$ cat config.mk
export PLATFORM = sky130hd
export DESIGN_NAME = wshbn_master
export DESIGN_NICKNAME = d
export VERILOG_FILES = /design/src/rtl/wshbn_pkg.sv /design/src/rtl/wshbn_master.sv
export SDC_FILE = /design/constraint.sdc
export NUM_CORES = 1
export LEC_CHECK = 0
export CAP_MARGIN = 20
export CORE_MARGIN = 2
export CORE_UTILIZATION = 50
export CTS_BUF_LIST = sky130_fd_sc_hd__clkbuf_2
export CTS_CLUSTER_DIAMETER = 150
export DETAILED_ROUTE_END_ITERATION = 12
export DONT_BUFFER_PORTS = 1
export GPL_TIMING_DRIVEN = 0
export PLACE_DENSITY_LB_ADDON = 0.25
export SLEW_MARGIN = 20
export SYNTH_ARGS = -nofsm -noshare
export SYNTH_HDL_FRONTEND = slang
export SYNTH_SLANG_ARGS = --single-unit
$ cat constraint.sdc
create_clock -name clk -period 4 [get_ports clk]
set_clock_uncertainty 0.1 [all_clocks]
set_input_delay 0.6 -clock clk [delete_from_list [all_inputs] [get_ports clk]]
set_output_delay 0.6 -clock clk [all_outputs]
set_load 0.02 [all_outputs]
$ cat src/rtl/wshbn_pkg.sv
// Shared types and constants for the Wishbone B4 classic single-access master.
package wshbn_pkg;

    typedef enum logic [1:0] {
        IDLE = 2'd0,
        BUS  = 2'd1,
        DONE = 2'd2
    } wshbn_state_t;

    localparam logic [3:0]  WSHBN_SEL_ALL        = 4'hF;
    localparam logic [31:0] WSHBN_ERR_DATA       = 32'h0;
    localparam int          WSHBN_TIMEOUT_CYCLES = 256;

endpackage

$ cat src/rtl/wshbn_master.sv
// Wishbone B4 classic single-access master: turns a held rd/wr request into one CYC/STB cycle.
// Define WSHBN_TIMEOUT_EN to abort cycles that see no ACK/ERR within TIMEOUT_CYCLES.
module wshbn_master
    import wshbn_pkg::*;
#(
    parameter int TIMEOUT_CYCLES = WSHBN_TIMEOUT_CYCLES
) (
    input  logic        clk,
    input  logic        rst,
    input  logic        wshbn_rd,
    input  logic        wshbn_wr,
    input  logic [29:0] wshbn_addr_i,
    input  logic [31:0] wshbn_data_i,
    output logic [31:0] wshbn_data_o,
    output logic        wshbn_busy,
    output logic        wshbn_data_av,
    output logic        wshbn_err,
    output logic        wb_cyc_o,
    output logic        wb_stb_o,
    output logic        wb_we_o,
    output logic [29:0] wb_adr_o,
    output logic [31:0] wb_dat_o,
    output logic [3:0]  wb_sel_o,
    input  logic [31:0] wb_dat_i,
    input  logic        wb_ack_i,
    input  logic        wb_err_i
);

    if (TIMEOUT_CYCLES < 2) begin : g_bad_timeout
        $error("wshbn_master: TIMEOUT_CYCLES must be at least 2");
    end

    wshbn_state_t state, state_next;
    logic         accept;
    logic         finish;
    logic         fail;
    logic         timeout_hit;

`ifdef WSHBN_TIMEOUT_EN
    localparam int TMO_W = $clog2(TIMEOUT_CYCLES) + 1;
    logic [TMO_W-1:0] tmo_cnt;

    always_ff @(posedge clk) begin
        if (rst) begin
            tmo_cnt <= '0;
        end else if (accept) begin
            tmo_cnt <= '0;
        end else if (state == BUS) begin
            tmo_cnt <= tmo_cnt + 1'b1;
        end
    end

    assign timeout_hit = (tmo_cnt == TMO_W'(TIMEOUT_CYCLES - 1));
`else
    assign timeout_hit = 1'b0;
`endif

    always_ff @(posedge clk) begin
        if (rst) begin
            state <= IDLE;
        end else begin
            state <= state_next;
        end
    end

    // ACK/ERR are only meaningful in BUS; ERR beats ACK, and ACK beats the timeout.
    always_comb begin
        state_next = state;
        accept     = 1'b0;
        finish     = 1'b0;
        fail       = 1'b0;
        case (state)
            IDLE: begin
                if (wshbn_rd ^ wshbn_wr) begin
                    accept     = 1'b1;
                    state_next = BUS;
                end
            end
            BUS: begin
                if (wb_err_i) begin
                    finish     = 1'b1;
                    fail       = 1'b1;
                    state_next = DONE;
                end else if (wb_ack_i) begin
                    finish     = 1'b1;
                    state_next = DONE;
                end else if (timeout_hit) begin
                    finish     = 1'b1;
                    fail       = 1'b1;
                    state_next = DONE;
                end
            end
            DONE:    state_next = IDLE;
            default: state_next = IDLE;
        endcase
    end

    always_ff @(posedge clk) begin
        if (rst) begin
            wshbn_data_o  <= '0;
            wshbn_busy    <= 1'b0;
            wshbn_data_av <= 1'b0;
            wshbn_err     <= 1'b0;
            wb_cyc_o      <= 1'b0;
            wb_stb_o      <= 1'b0;
            wb_we_o       <= 1'b0;
            wb_adr_o      <= '0;
            wb_dat_o      <= '0;
            wb_sel_o      <= '0;
        end else begin
            wshbn_data_av <= finish;
            wshbn_err     <= fail;
            if (accept) begin
                wb_adr_o   <= wshbn_addr_i;
                wb_dat_o   <= wshbn_data_i;
                wb_we_o    <= wshbn_wr;
                wb_cyc_o   <= 1'b1;
                wb_stb_o   <= 1'b1;
                wb_sel_o   <= WSHBN_SEL_ALL;
                wshbn_busy <= 1'b1;
            end
            if (finish) begin
                wb_cyc_o   <= 1'b0;
                wb_stb_o   <= 1'b0;
                wb_we_o    <= 1'b0;
                wb_sel_o   <= '0;
                wshbn_busy <= 1'b0;
                // Read data only moves on reads; a failed write leaves it alone.
                if (!wb_we_o) begin
                    wshbn_data_o <= fail ? WSHBN_ERR_DATA : wb_dat_i;
                end
            end
        end
    end

endmodule

Fig. 1: wire density map
The bar under the picture is 20 um long. The die is cut into 19 by 19 equal tiles; black is low, pale yellow is high, scaled to the fullest tile. Values are wire area over tile area, all layers added.
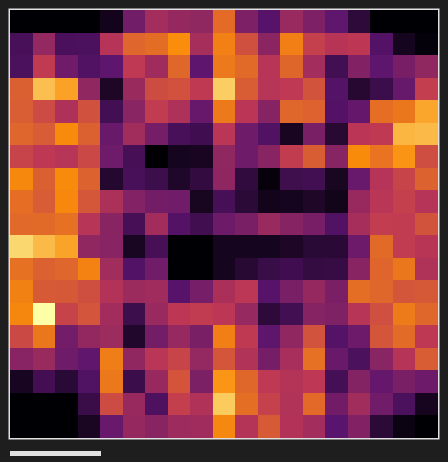
mean over tiles	0.18
densest ninth of the die	middle left
tiles over half the peak	34%
nearly empty tiles	5.8%
emptiest ninth of the die	centre

Fig. 2: M2 wires
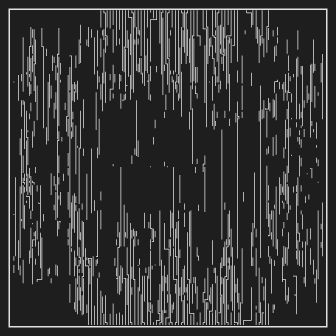
wire length on this layer	4,520 um
nets with wire on the layer	479
longest straight run	51.0 um

Fig. 3: routing congestion
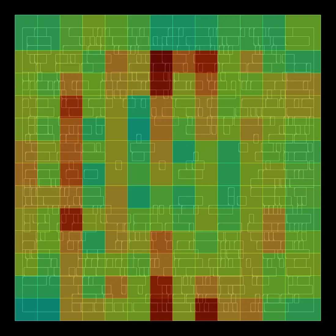
M1 GR Usage: 22.9%
post-layout util: 54.8%
grt peak-use layer: met2
met3 usage: 9.07%

Fig. 4: met1 routing
The bar under the picture is 20 um long.
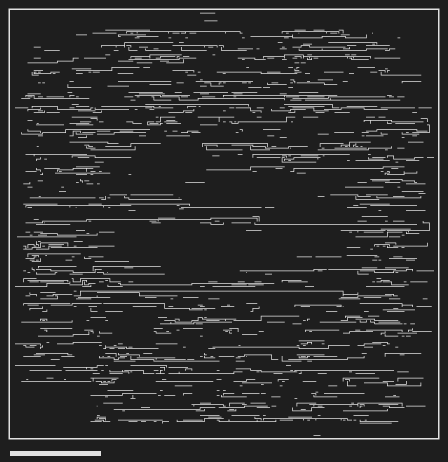
main direction	horizontal
nets with wire on the layer	485
longest straight run	57.5 um

Fig. 5: cell area per tile
The bar under the picture is 20 um long. The die is cut into 9 by 9 equal tiles; black is low, pale yellow is high, 0 to 100% covered.
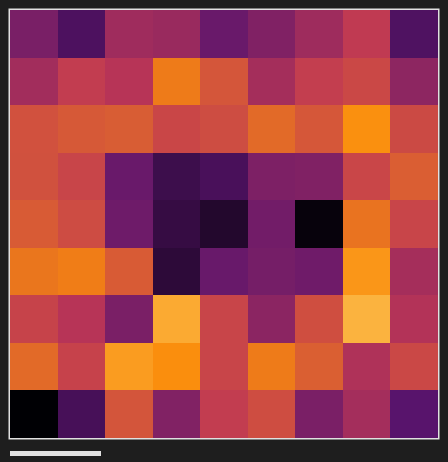
nearly empty tiles	2.5%
tiles over 75% full	7.4%
fullest tile	84%

==> reports/results.tsv <==
stage	metric	value	unit
logic_synthesis	post-synth top area cell	dfxtp_1	
power	Internal Power	1.29	mW
drt	Vias	2959	
die	# rows	32	
run_status	outcome	finished, final reports clean	
critical_path	Worst setup SP type	register	
global_route	largest net degree at the start of global routing	16	
critical_path	delay-heaviest family, CP	flip-flops	
global_route	GRT Residual Overflow	0	
critical_path	Reg2Reg Launch Point	state[1]$_SDFFE_PP0P_	
critical_path	critical path cell sequence	buf_4	
global_route	vias in the first global route	3022	
critical_path	Reg2Reg Depth	5	
final_timing	worst-margin pin slew	0.516	ns
cells_and_area	Fill cells	759	
critical_path	Crit Path Max Fanout	8	
final_timing	hold_ws	0.0729	ns
cells_and_area	most frequent logic cell in the layout	nand2_1	
die	floorplan utilization	51.7	%
drt	Iter 0 DRT Violations	74	
logic_synthesis	Unique cell types	22	
clock_network	CTS clk-pin slew, worst paths	0.26	ns
flow_run	Log Warnings	26	
logic_synthesis	sequential share of the synthesized area	49.8	%
final_timing	Final min period	2.03	ns
clock_network	Post-CTS Setup Bufs	0	
drt	WL/cell	16.9	um
clock_network	clk latency late pin	0.51	ns
logic_synthesis	YS chip area	4020	um2
critical_path	crit path DAT	1.33	ns
cells_and_area	most common logic cells in the final layout	156 x nand2_1, 100 x dfxtp_1, 94 x mux2i_1, 32 x nand3_1, 21 x clkbuf_1	
## worst min path at each step
stage / startpoint / end / slack, ns / cells past startpoint
final: wshbn_data_i[1] / wb_dat_o[1]$_SDFFE_PP0P_ / 0.07 / 2
after global routing: wshbn_data_i[15] / wb_dat_o[15]$_SDFFE_PP0P_ / 0.0008 / 2
after CTS: wshbn_addr_i[25] / wb_adr_o[25]$_SDFFE_PP0P_ / 0.02 / 2
after detailed placement: wb_adr_o[16]$_SDFFE_PP0P_ / wb_adr_o[16]$_SDFFE_PP0P_ / 0.45 / 2
after global placement: wb_dat_o[29]$_SDFFE_PP0P_ / wb_dat_o[29]$_SDFFE_PP0P_ / 0.45 / 2
after floorplan: wb_adr_o[0]$_SDFFE_PP0P_ / wb_adr_o[0]$_SDFFE_PP0P_ / 0.43 / 2
## power by group through the flow
stage | combinational, mW | clock [mW] | sequential, mW
floorplan | 0.238 | 0 | 1.24
detailed placement | 0.282 | 0 | 1.26
global placement | 0.274 | 0 | 1.26
global route | 0.311 | 0.449 | 1.25
CTS | 0.285 | 0.411 | 1.24
finish | 0.282 | 0.389 | 1.24
## registers in the layout (all words and copies together) (netlist names)
name and count:
wshbn_err 1, wb_dat_o 32, wb_adr_o 30, wshbn_data_av 1
state 2, wb_we_o 1, wshbn_data_o 32, wb_sel_o 1
## metrics by stage
| stage | cell area (um2) | std cells | utilization (%) | power (mW) | setup WS (ns) |
|---|---|---|---|---|---|
| 2_1_floorplan | 4020 | 440 | - | 1.48 | 2.34 |
| 3_3_place_gp | 4150 | 542 | 53.4 | 1.53 | 1.90 |
| 3_5_place_dp | 4150 | 542 | 53.4 | 1.55 | 1.80 |
| 4_1_cts | 4250 | 558 | 54.7 | 1.94 | 1.89 |
| 5_1_grt | 4260 | 559 | 54.8 | 2.01 | 1.84 |
| 6_report | 4260 | 559 | 54.8 | 1.91 | 1.97 |
## what timing repair did
action                                 4_1_cts  5_1_grt
endpoints found under the hold margin        4        1
hold buffers                                 2        1
setup endpoints to repair                    0        0
## area by class of cell
type                    count  area [um2]  share of cell area (%)
clock buffers              10        50.0                    1.18
multi-input cells         299        1790                    42.0
well taps                 102         128                    3.00
plain buffers              40         224                    5.26
inverters                   1        3.75                  0.0882
flip-flops and latches    100        2000                    47.0
repair buffers              3        30.0                   0.706
clock inverters             4        28.8                   0.676
## cells in the mapped netlist, drive strengths merged
library cell / instances
mux2i: 94
buf: 19
or3: 1
o21ba: 1
inv: 1
o21ai: 1
o31ai: 1
dfxtp: 100
nor3: 4
nand2: 156
nor2: 3
a211oi: 1
a21oi: 1
nand2b: 1
o21a: 1
xnor2: 1
clkbuf: 21
nand3b: 1
nand3: 32
## routing by layer
layer	global-route usage, %	wire length [um]	vias to the layer above
met1	22.9	3650	1354
met4	8.82	198	0
met3	9.07	1090	17
met2	35.4	4520	128
li1	-	-	1460
met5	0	0	-
## cell families after synthesis
family / count (synthesis) / share of synthesized area [%]
AND-OR/OR-AND: 6 / 1.06
XOR/XNOR: 1 / 0.218
buffers and inverters: 41 / 5.67
flip-flops: 100 / 49.8
multiplexers: 94 / 23.4
AND/OR/NAND/NOR: 198 / 19.8
Power and IR drop assume default switching activity.
